$ cat config.mk
export PLATFORM = sky130hd
export DESIGN_NAME = score_digits
export DESIGN_NICKNAME = d
export VERILOG_FILES = /design/src/rtl/score_digits_pkg.sv /design/src/rtl/score_digits_bcd_adj3.sv /design/src/rtl/score_digits.sv
export SDC_FILE = /design/constraint.sdc
export NUM_CORES = 1
export LEC_CHECK = 0
export ABC_CLOCK_PERIOD_IN_PS = 3250
export CAP_MARGIN = 5
export CORE_AREA = 4 4 76 78
export DETAILED_ROUTE_END_ITERATION = 10
export DIE_AREA = 0 0 80 82
export PLACE_DENSITY = 0.83
export SYNTH_ARGS = -nofsm -noshare
export SYNTH_HDL_FRONTEND = slang
export SYNTH_SLANG_ARGS = --single-unit
$ cat constraint.sdc
create_clock -name clk -period 3.25 [get_ports clk]
set_clock_uncertainty 0.15 [all_clocks]
set_input_delay 0.65 -clock clk [delete_from_list [all_inputs] [get_ports clk]]
set_output_delay 0.65 -clock clk [all_outputs]
set_load 0.02 [all_outputs]
$ cat src/rtl/score_digits_pkg.sv
// Shared constants, FSM encodings and helpers for the score_digits converter.
// Optional build macro: SCORE_LZ_BLANK_EN (blank leading zero digits).
package score_digits_pkg;

    localparam int NUM_W  = 12;
    localparam int DIG_N  = 4;
    localparam int NIB_W  = 4;
    localparam int BCD_W  = NIB_W * DIG_N;
    localparam int ITER_W = 4;

    localparam logic [ITER_W-1:0] ITER_N    = 4'd12;
    localparam logic [ITER_W-1:0] ITER_LAST = ITER_N - 4'd1;

    localparam logic [NIB_W-1:0] CHAR_BLANK = 4'hF;
    localparam logic [NIB_W-1:0] ADJ_MIN    = 4'd5;
    localparam logic [NIB_W-1:0] ADJ_ADD    = 4'd3;

    localparam logic [1:0] ST_IDLE  = 2'd0;
    localparam logic [1:0] ST_SHIFT = 2'd1;
    localparam logic [1:0] ST_DONE  = 2'd2;

    // Replace leading zero digits with CHAR_BLANK; the ones digit always stays.
    function automatic logic [BCD_W-1:0] blank_leading(input logic [BCD_W-1:0] bcd);
        logic [BCD_W-1:0] res;
        res = bcd;
        if (bcd[15:12] == 4'd0) begin
            res[15:12] = CHAR_BLANK;
            if (bcd[11:8] == 4'd0) begin
                res[11:8] = CHAR_BLANK;
                if (bcd[7:4] == 4'd0) begin
                    res[7:4] = CHAR_BLANK;
                end
            end
        end
        return res;
    endfunction

endpackage

$ cat src/rtl/score_digits_bcd_adj3.sv
// One double-dabble nibble correction: digits of 5 or more get +3 before the shift.
module bcd_adj3
    import score_digits_pkg::*;
(
    input  logic [NIB_W-1:0] din,
    output logic [NIB_W-1:0] dout
);

    assign dout = (din >= ADJ_MIN) ? din + ADJ_ADD : din;

endmodule

$ cat src/rtl/score_digits.sv
// Sequential 12-bit binary to 4-digit BCD converter (shift-and-add-3).
// Build macro SCORE_LZ_BLANK_EN blanks leading zero digits with CHAR_BLANK.
module score_digits
    import score_digits_pkg::*;
(
    input  logic             clk,
    input  logic             rst,
    input  logic [NUM_W-1:0] number,
    input  logic             start,
    output logic             busy,
    output logic             done,
    output logic [NIB_W-1:0] char0,
    output logic [NIB_W-1:0] char1,
    output logic [NIB_W-1:0] char2,
    output logic [NIB_W-1:0] char3
);

    // Handshake: start is a one-cycle request honoured only in IDLE (busy low or
    // done high); busy covers the 13 cycles of work; done pulses once when the
    // char outputs change. Requests while busy are dropped, never queued.

    logic [1:0]        state;
    logic [NUM_W-1:0]  bin_q;
    logic [BCD_W-1:0]  bcd_q;
    logic [BCD_W-1:0]  bcd_adj;
    logic [BCD_W-1:0]  disp;
    logic [ITER_W-1:0] iter_q;

    for (genvar g = 0; g < DIG_N; g++) begin : g_adj
        bcd_adj3 u_adj (
            .din  (bcd_q[g*NIB_W +: NIB_W]),
            .dout (bcd_adj[g*NIB_W +: NIB_W])
        );
    end

`ifdef SCORE_LZ_BLANK_EN
    assign disp = blank_leading(bcd_q);
`else
    assign disp = bcd_q;
`endif

    always_ff @(posedge clk or negedge rst) begin
        if (!rst) begin
            state  <= ST_IDLE;
            bin_q  <= '0;
            bcd_q  <= '0;
            iter_q <= '0;
            busy   <= 1'b0;
            done   <= 1'b0;
            char0  <= '0;
            char1  <= '0;
            char2  <= '0;
            char3  <= '0;
        end else begin
            done <= 1'b0;
            case (state)
                ST_IDLE: begin
                    if (start) begin
                        bin_q  <= number;
                        bcd_q  <= '0;
                        iter_q <= '0;
                        busy   <= 1'b1;
                        state  <= ST_SHIFT;
                    end
                end
                ST_SHIFT: begin
                    // Corrected digits and remaining binary shift as one word.
                    {bcd_q, bin_q} <= {bcd_adj, bin_q} << 1;
                    iter_q         <= iter_q + 4'd1;
                    if (iter_q == ITER_LAST) begin
                        state <= ST_DONE;
                    end
                end
                ST_DONE: begin
                    char0 <= disp[15:12];
                    char1 <= disp[11:8];
                    char2 <= disp[7:4];
                    char3 <= disp[3:0];
                    done  <= 1'b1;
                    busy  <= 1'b0;
                    state <= ST_IDLE;
                end
                default: begin
                    busy  <= 1'b0;
                    state <= ST_IDLE;
                end
            endcase
        end
    end

endmodule

run_1/m1.png
(4 px per µm) Supply wires on this layer in grey.
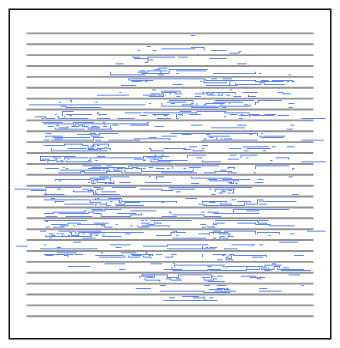
The layer holds 48% of the routed length. The longest straight run is 29.0 µm. The layer carries 2100 µm of wire. The wires run mostly horizontal.
final wirelength: 4.38 mm
vias after detailed routing: 1712
met1 track demand over resource in global routing: 20.4%

run_1/m2.png
(3 px per µm)
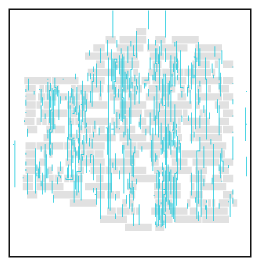
The longest straight run is 50.3 µm. The wires run mostly vertical. 220 nets have wire on it.
M2 GR Usage: 25.1%

run_1/m3.png
(4 px per µm)
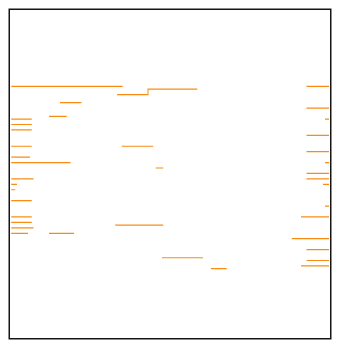
The layer holds 5.4% of the routed length. 35 nets have wire on it. The layer carries 235 µm of wire.
met3 layer usage reported by global route: 3.84%

==> impl_metrics.env, run 1 <==
# flow metrics
export IMPL_mappedNetlistNets=245
export IMPL_tightestPinTransition_ns=0.942
export IMPL_grt_max_degree=38
export IMPL_yosysUniqueCellTypes=37
export IMPL_antenna_violating_nets_post_route=0
export IMPL_fin_crit_sh_pct=69.3
export IMPL_post_drt_wl_per_cell_um=13.7
export IMPL_grt_first_pass_wirelength_mm=7.90
export IMPL_vias_per_cell=5.37
export IMPL_clk_pin_slew_worst_paths_ns=0.09
export IMPL_antenna_violations_before_repair=0
export IMPL_diodes=0
export IMPL_die_w_um=80
export IMPL_placeableCoreArea_mm2=0.00507
export IMPL_powerDensity_mw_per_mm2=907
export IMPL_cts_hold_fix_buffers=0
export IMPL_critical_path_max_stage_delay_ns=0.72
export IMPL_post_cts_setup_buffer_count=0
export IMPL_postSynthRegisterBits=52
export IMPL_timing_fmax_ghz=0.444
export IMPL_globalplace_congestion=0.808
export IMPL_number_of_input_and_output_port_buffers_inserted=32
export IMPL_yosysWarnings=0
export IMPL_top_level_ports=33
export IMPL_setup_repair_after_global_routing_missed_its_margin="no"
export IMPL_synth_largest_area_cell="sky130_fd_sc_hd__dfrtp_1"
export IMPL_flow_area_growth_from_synthesis_pct=16.5
export IMPL_global_route_overflow_total=0
export IMPL_netlist_area_leader_share_pct=52.2
export IMPL_critPathMaxFanout=14
export IMPL_worst_setup_path_start_kind="input port"
export IMPL_mi_logic_area_mm2=0.00106
export IMPL_finish_net_count=272
export IMPL_chipArea_mm2=0.00656
export IMPL_worst_r2r_cell_count=3
export IMPL_fin_tns_setup_ns=0
export IMPL_critical_path_top_delay_cell="sky130_fd_sc_hd__clkdlybuf4s50_1"
export IMPL_hpwlAfterDp_mm=3.08
export IMPL_final_core_utilization_pct=57.2
export IMPL_post_route_cell_area_mm2=0.00290
export IMPL_openroad_warnings=30
export IMPL_timing_hold_violations_final=0
export IMPL_rows=26
export IMPL_p_seq_share_pct=42.0
export IMPL_synth_async_reset_ratio_pct=100
export IMPL_maxSlewViolCount=0
export IMPL_clock_tree_htree_level_count=2
export IMPL_synthesis_instances=221
export IMPL_ys_dominant_reg_cell="sky130_fd_sc_hd__dfrtp_1"
export IMPL_first_global_vias=1671
export IMPL_fin_total_pwr_mw=2.63
export IMPL_status="finished clean"
export IMPL_drt_pass1_iterations=5
export IMPL_synth_top_cells_by_area="sky130_fd_sc_hd__dfrtp_1 52%, sky130_fd_sc_hd__o21ai_0 5.2%, sky130_fd_sc_hd__ha_1 4.5%"
export IMPL_critical_path_reg2reg_startpoint="state[0]"
export IMPL_yosysChipArea_mm2=0.00249
export IMPL_ir_drop_v=0.000380
export IMPL_count_of_filler_cells_inserted_in_the_layout=462
export IMPL_slew_headroom_pct=36.9
export IMPL_worst_hold_path_type="input port to asynchronous set/reset pin"
export IMPL_clkPwrFrac_pct=14.4
export IMPL_netSwitchingFraction_pct=38.2
export IMPL_final_layout_top_logic_cell="sky130_fd_sc_hd__dfrtp_1"
export IMPL_net_load_switching_power_mw=1.01
export IMPL_mostFrequentLayoutCells="52 x sky130_fd_sc_hd__dfrtp_1, 31 x sky130_fd_sc_hd__clkdlybuf4s50_1, 26 x sky130_fd_sc_hd__o21ai_0, 14 x sky130_fd_sc_hd__a21oi_1, 12 x sky130_fd_sc_hd__nand2_1"
export IMPL_cts_resized=0
export IMPL_clk_latency_ns=0.31
export IMPL_critPathLaunch="start"
export IMPL_timing_critical_path_to_type="flip-flop"
export IMPL_p_int_mw=1.63
export IMPL_post_route_cells_drive_above_1_share_pct=10.4
export IMPL_syn_avg_cell_area_um2=11.3
export IMPL_setup_viol=0
export IMPL_ctsRootBufferMaster="sky130_fd_sc_hd__clkbuf_8"
export IMPL_drt_initial_drc_count=76
export IMPL_worst_r2r_setup_slack_ns=1.13
export IMPL_netlist_top_cells_count="52 x sky130_fd_sc_hd__dfrtp_1, 26 x sky130_fd_sc_hd__o21ai_0, 14 x sky130_fd_sc_hd__a21oi_1, 12 x sky130_fd_sc_hd__nand2_1"
export IMPL_top_cell="sky130_fd_sc_hd__dfrtp_1"
export IMPL_cp_data_required_time_ns=3.33
export IMPL_regToRegEndpoint="bin_q[6]"
export IMPL_combPwrFrac_pct=43.7
export IMPL_pre_placement_core_utilization_pct=49.1
export IMPL_drcViolationCount=0
export IMPL_gr_usage_all_layers_pct=15.5
export IMPL_critPathKind="input port to flip-flop"
export IMPL_cp_arrival_ns=2.33
## run 1: sequential cells by signal, indices dropped and copies added (netlist names)
| register | flops |
|---|---|
| char2 | 4 |
| bcd_q | 16 |
| char0 | 4 |
| iter_q | 4 |
| busy | 1 |
| char3 | 4 |
| done | 1 |
| bin_q | 12 |
| char1 | 4 |
| state | 2 |
## run 1: cell type report
cell class / count / area share, %
clock buffers: 7 / 2.97
clock inverters: 1 / 0.259
inverters: 9 / 1.16
multi-input cells: 146 / 36.4
flip-flops and latches: 52 / 44.8
well taps: 70 / 3.02
repair buffers: 34 / 11.4
## run 1: worst max-delay path, delay by kind of cell
kind | cells | cell delay, ns
buf+inv | 1 | 0.72
simple gates | 1 | 0.63
compound gates | 2 | 0.33
## run 1: worst max-delay path by stage
stage / endpoint / slack [ns] / cells past startpoint
final: bin_q[6] / 1.0 / 4
after global routing: bin_q[1] / 0.82 / 4
after CTS: bin_q[6] / 0.99 / 4
after detailed placement: bin_q[6] / 0.63 / 4
after global placement: bin_q[3] / 0.71 / 4
after floorplan: bcd_q[10] / 1.73 / 6
## run 1: per-layer routing
| metal | track usage (%) | vias up | wire length [µm] |
|---|---|---|---|
| met2 | 25.1 | 43 | 1990 |
| li1 | - | 842 | - |
| met5 | 0 | - | 0 |
| met3 | 3.84 | 6 | 235 |
| met1 | 20.4 | 821 | 2100 |
| met4 | 5.07 | 0 | 57 |
## run 1: power groups by stage
stage          Clock (mW)  Combinational (mW)  Sequential, mW
6_report            0.378                1.15            1.10
5_1_grt             0.417                1.29            1.15
4_1_cts             0.389                1.16            1.11
3_5_place_dp            0                1.16            1.12
3_3_place_gp            0                1.11            1.11
2_1_floorplan           0               0.862            1.11
## run 1: per-stage QoR
step                cells  worst slack [ns]  hold WS (ns)
floorplan             221              1.73         0.204
global placement      311             0.710         0.310
detailed placement    311             0.634         0.319
CTS                   319             0.994        0.0757
global route          319             0.825        0.0845
finish                319             0.999        0.0719
## run 1: cells by family (layout without fill, tap and decap cells)
logic type	after synthesis	in the layout	share of synthesized area, %
xor+xnor	6	6	2.11
mux	12	12	5.68
compound gates	77	77	20.2
fa+ha+maj	9	9	4.52
flops	52	52	52.2
simple gates	42	42	9.84
buf+inv	23	51	5.37
run_1/pinout.png
(4 px per µm) Pins as bars across the die edge, other pins in grey.
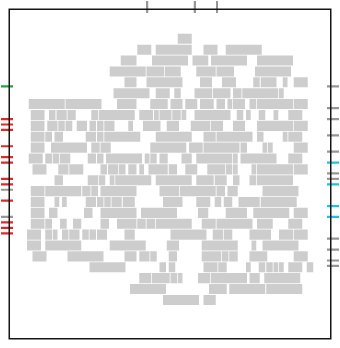

==> run 2, diff against run 1 <==
- ABC_CLOCK_PERIOD_IN_PS: 3250 -> 2300
- clock period: 3.25 -> 2.3 ns (I/O delays scaled with it)
run_2/pinout.png
(4 px per µm) Pins as bars across the die edge, other pins in grey.
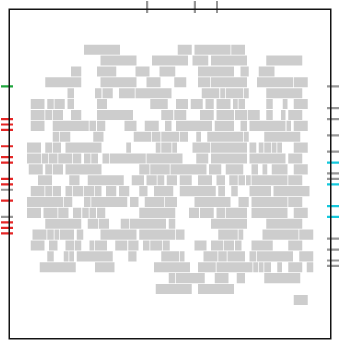
number: shown in red, pins 12, direction input, edge left. clk: shown in green, pins 1, direction input, edge left. char1: shown in cyan, pins 4, direction output, edge right.
All pins by edge: 15 left, 15 right, 3 top.
die span in y: 82 µm
number of input and output port buffers inserted: 32
width of the chip: 80 µm

run_2/m2.png
(3 px per µm)
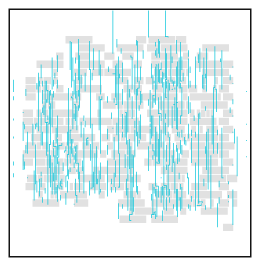
226 nets have wire on it. The layer carries 2200 µm of wire. The wires run mostly vertical. The longest straight run is 34.5 µm. The layer holds 47% of the routed length.

==> run 2 against run 1 <==
  * Synthesized cell count stayed put
  * Power is 44% higher
  * Via count is 2.8% higher
  * First-iteration DRC count is 43% higher
  * Synthesized area stayed put
  * Global-route usage is 0.41 points higher
  * Register-to-register slack worse by 0.74 ns
  * Final area is 1.9% higher
  * Critical path depth is 1 lower
  * Utilization is 1.1 points higher
  * Largest cell class unchanged
  * Largest power group unchanged
==> impl_metrics.env, run 2 <==
# flow metrics
export IMPL_placeableCoreArea_mm2=0.00507
export IMPL_cp_data_required_time_ns=2.38
export IMPL_top_cell="sky130_fd_sc_hd__dfrtp_1"
export IMPL_timing_critical_path_to_type="flip-flop"
export IMPL_netlist_area_leader_share_pct=52.2
export IMPL_synth_async_reset_ratio_pct=100
export IMPL_critical_path_reg2reg_startpoint="state[1]"
export IMPL_globalplace_congestion=0.820
export IMPL_critical_path_top_delay_cell="sky130_fd_sc_hd__nor2b_1"
export IMPL_finish_net_count=278
export IMPL_worst_hold_path_type="flip-flop to flip-flop"
export IMPL_final_layout_top_logic_cell="sky130_fd_sc_hd__dfrtp_1"
export IMPL_top_level_ports=33
export IMPL_timing_fmax_ghz=0.522
export IMPL_drt_initial_drc_count=109
export IMPL_critical_path_max_stage_delay_ns=0.70
export IMPL_grt_first_pass_wirelength_mm=8.07
export IMPL_netlist_top_cells_count="52 x sky130_fd_sc_hd__dfrtp_1, 26 x sky130_fd_sc_hd__o21ai_0, 14 x sky130_fd_sc_hd__a21oi_1, 12 x sky130_fd_sc_hd__nand2_1"
export IMPL_clk_latency_ns=0.31
export IMPL_synthesis_instances=221
export IMPL_post_drt_wl_per_cell_um=14.4
export IMPL_reg_top3="bcd_q (16), bin_q (12)"
export IMPL_timing_hold_violations_final=0
export IMPL_post_route_cells_drive_above_1_share_pct=12.2
export IMPL_dpl_worst_slack_ns=0.119
export IMPL_largest_reg_flops=16
export IMPL_synth_largest_area_cell="sky130_fd_sc_hd__dfrtp_1"
export IMPL_count_of_filler_cells_inserted_in_the_layout=445
export IMPL_yosysChipArea_mm2=0.00249
export IMPL_crit_buf_inv=0
export IMPL_setup_viol=0
export IMPL_critPathMaxFanout=20
export IMPL_openroad_warnings=30
export IMPL_fin_crit_sh_pct=83.2
export IMPL_whs_ns=0.334
export IMPL_largest_register_by_flop_count="bcd_q"
export IMPL_critical_path_top_delay_family="simple AND/OR/NAND/NOR gates"
export IMPL_drcViolationCount=0
export IMPL_rows=26
export IMPL_regToRegEndpoint="bin_q[8]"
export IMPL_maxSlewViolCount=0
export IMPL_yosysWarnings=0
export IMPL_worst_setup_path_start_kind="flip-flop"
export IMPL_post_cts_setup_buffer_count=0
export IMPL_slew_headroom_pct=51.2
export IMPL_postSynthRegisterBits=52
export IMPL_mostFrequentLayoutCells="52 x sky130_fd_sc_hd__dfrtp_1, 31 x sky130_fd_sc_hd__clkdlybuf4s50_1, 26 x sky130_fd_sc_hd__o21ai_0, 14 x sky130_fd_sc_hd__a21oi_1, 12 x sky130_fd_sc_hd__nand2_1"
export IMPL_flow_area_growth_from_synthesis_pct=18.7
export IMPL_setup_ws_post_layout_ns=0.385
export IMPL_diodes=0
export IMPL_worst_r2r_cell_count=3
export IMPL_pre_placement_core_utilization_pct=49.1
export IMPL_grt_max_degree=32
export IMPL_cp_arrival_ns=1.99
export IMPL_critPathKind="flip-flop to flip-flop"
export IMPL_setup_repair_after_global_routing_missed_its_margin="no"
export IMPL_final_cell_count_no_fill=325
export IMPL_mappedNetlistNets=245
export IMPL_vias_per_cell=5.42
export IMPL_dp_cells=316
export IMPL_ys_dominant_reg_cell="sky130_fd_sc_hd__dfrtp_1"
export IMPL_fin_tns_setup_ns=0
export IMPL_antenna_violating_nets_post_route=0
export IMPL_status="finished clean"
export IMPL_chipArea_mm2=0.00656
run_2/m1.png
(4 px per µm) Supply wires on this layer in grey.
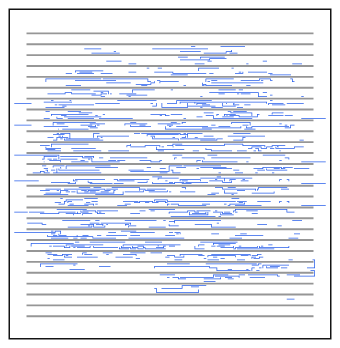
The wires run mostly horizontal. The layer holds 47% of the routed length. The longest straight run is 21.6 µm. 240 nets have wire on it.
met1 track demand over resource in global routing: 20.8%
vias after detailed routing: 1760
final wirelength: 4.68 mm

==> run 2: cell types whose count changed in the layout (fill, tap and decap cells not counted) <==
cell,previous run,this run
sky130_fd_sc_hd__buf_12,0,1
sky130_fd_sc_hd__buf_4,2,6
sky130_fd_sc_hd__clkbuf_8,6,5
sky130_fd_sc_hd__clkinv_4,0,1
sky130_fd_sc_hd__dlygate4sd3_1,0,1
==> run 2: stage by stage <==
stage | area, µm² | util (%) | total power, mW
detailed placement | 2860 | 56.3 | 3.28
finish | 2960 | 58.3 | 3.79
global route | 2960 | 58.3 | 4.08
floorplan | 2490 | - | 2.79
CTS | 2960 | 58.3 | 3.82
global placement | 2860 | 56.3 | 3.20
==> run 2: logic make-up (layout without fill, tap and decap cells) <==
logic type      count (synthesis)  count (layout)  share of synthesized area, %
mux                            12              12                          5.68
flops                          52              52                          52.2
simple gates                   42              42                          9.84
buf+inv                        23              57                          5.37
compound gates                 77              77                          20.2
fa+ha+maj                       9               9                          4.52
xor+xnor                        6               6                          2.11
==> run 2: area by class of cell <==
| cell class | instances | area (µm²) | share of cell area [%] |
|---|---|---|---|
| multi-input combinational | 146 | 1060 | 35.7 |
| timing repair buffer | 40 | 390 | 13.2 |
| clock inverter | 2 | 16.3 | 0.550 |
| tap | 70 | 87.6 | 2.96 |
| inverter | 9 | 33.8 | 1.14 |
| sequential | 52 | 1300 | 44.0 |
| clock buffer | 6 | 72.6 | 2.45 |
==> run 2: tightest hold or removal path: stages, from the launching register on <==
cell                      delay [ns]
sky130_fd_sc_hd__dfrtp_1        0.35
sky130_fd_sc_hd__nand2_1        0.04
sky130_fd_sc_hd__o21ai_0        0.05
==> run 2: what timing repair did <==
item	in CTS	in global routing
hold endpoints to repair	21	0
resized	0	0
hold buffers	1	0
endpoints found under the setup margin	0	0
==> run 2: how the worst max path moves through the flow <==
stage / start / endpoint / cells past startpoint
floorplan: bcd_q[8] / bcd_q[10] / 6
global placement: start / bin_q[7] / 4
detailed placement: start / bin_q[4] / 4
CTS: state[1] / bin_q[8] / 3
global route: state[1] / bin_q[5] / 3
finish: state[1] / bin_q[8] / 3
==> run 2: metal layers <==
| layer | global-route usage (%) | vias up | wire [µm] |
|---|---|---|---|
| met3 | 3.07 | 7 | 185 |
| met4 | 7.09 | 0 | 88 |
| met1 | 20.8 | 852 | 2210 |
| met5 | 0 | - | 0 |
| li1 | - | 854 | - |
| met2 | 25.6 | 47 | 2200 |
==> run 2: power by group <==
part | internal [mW] | switching (mW)
combinational | 0.851 | 0.863
sequential | 1.25 | 0.298
clock | 0.217 | 0.304
total | 2.32 | 1.46
No activity file was given, so power comes from the tool's default toggle rates.
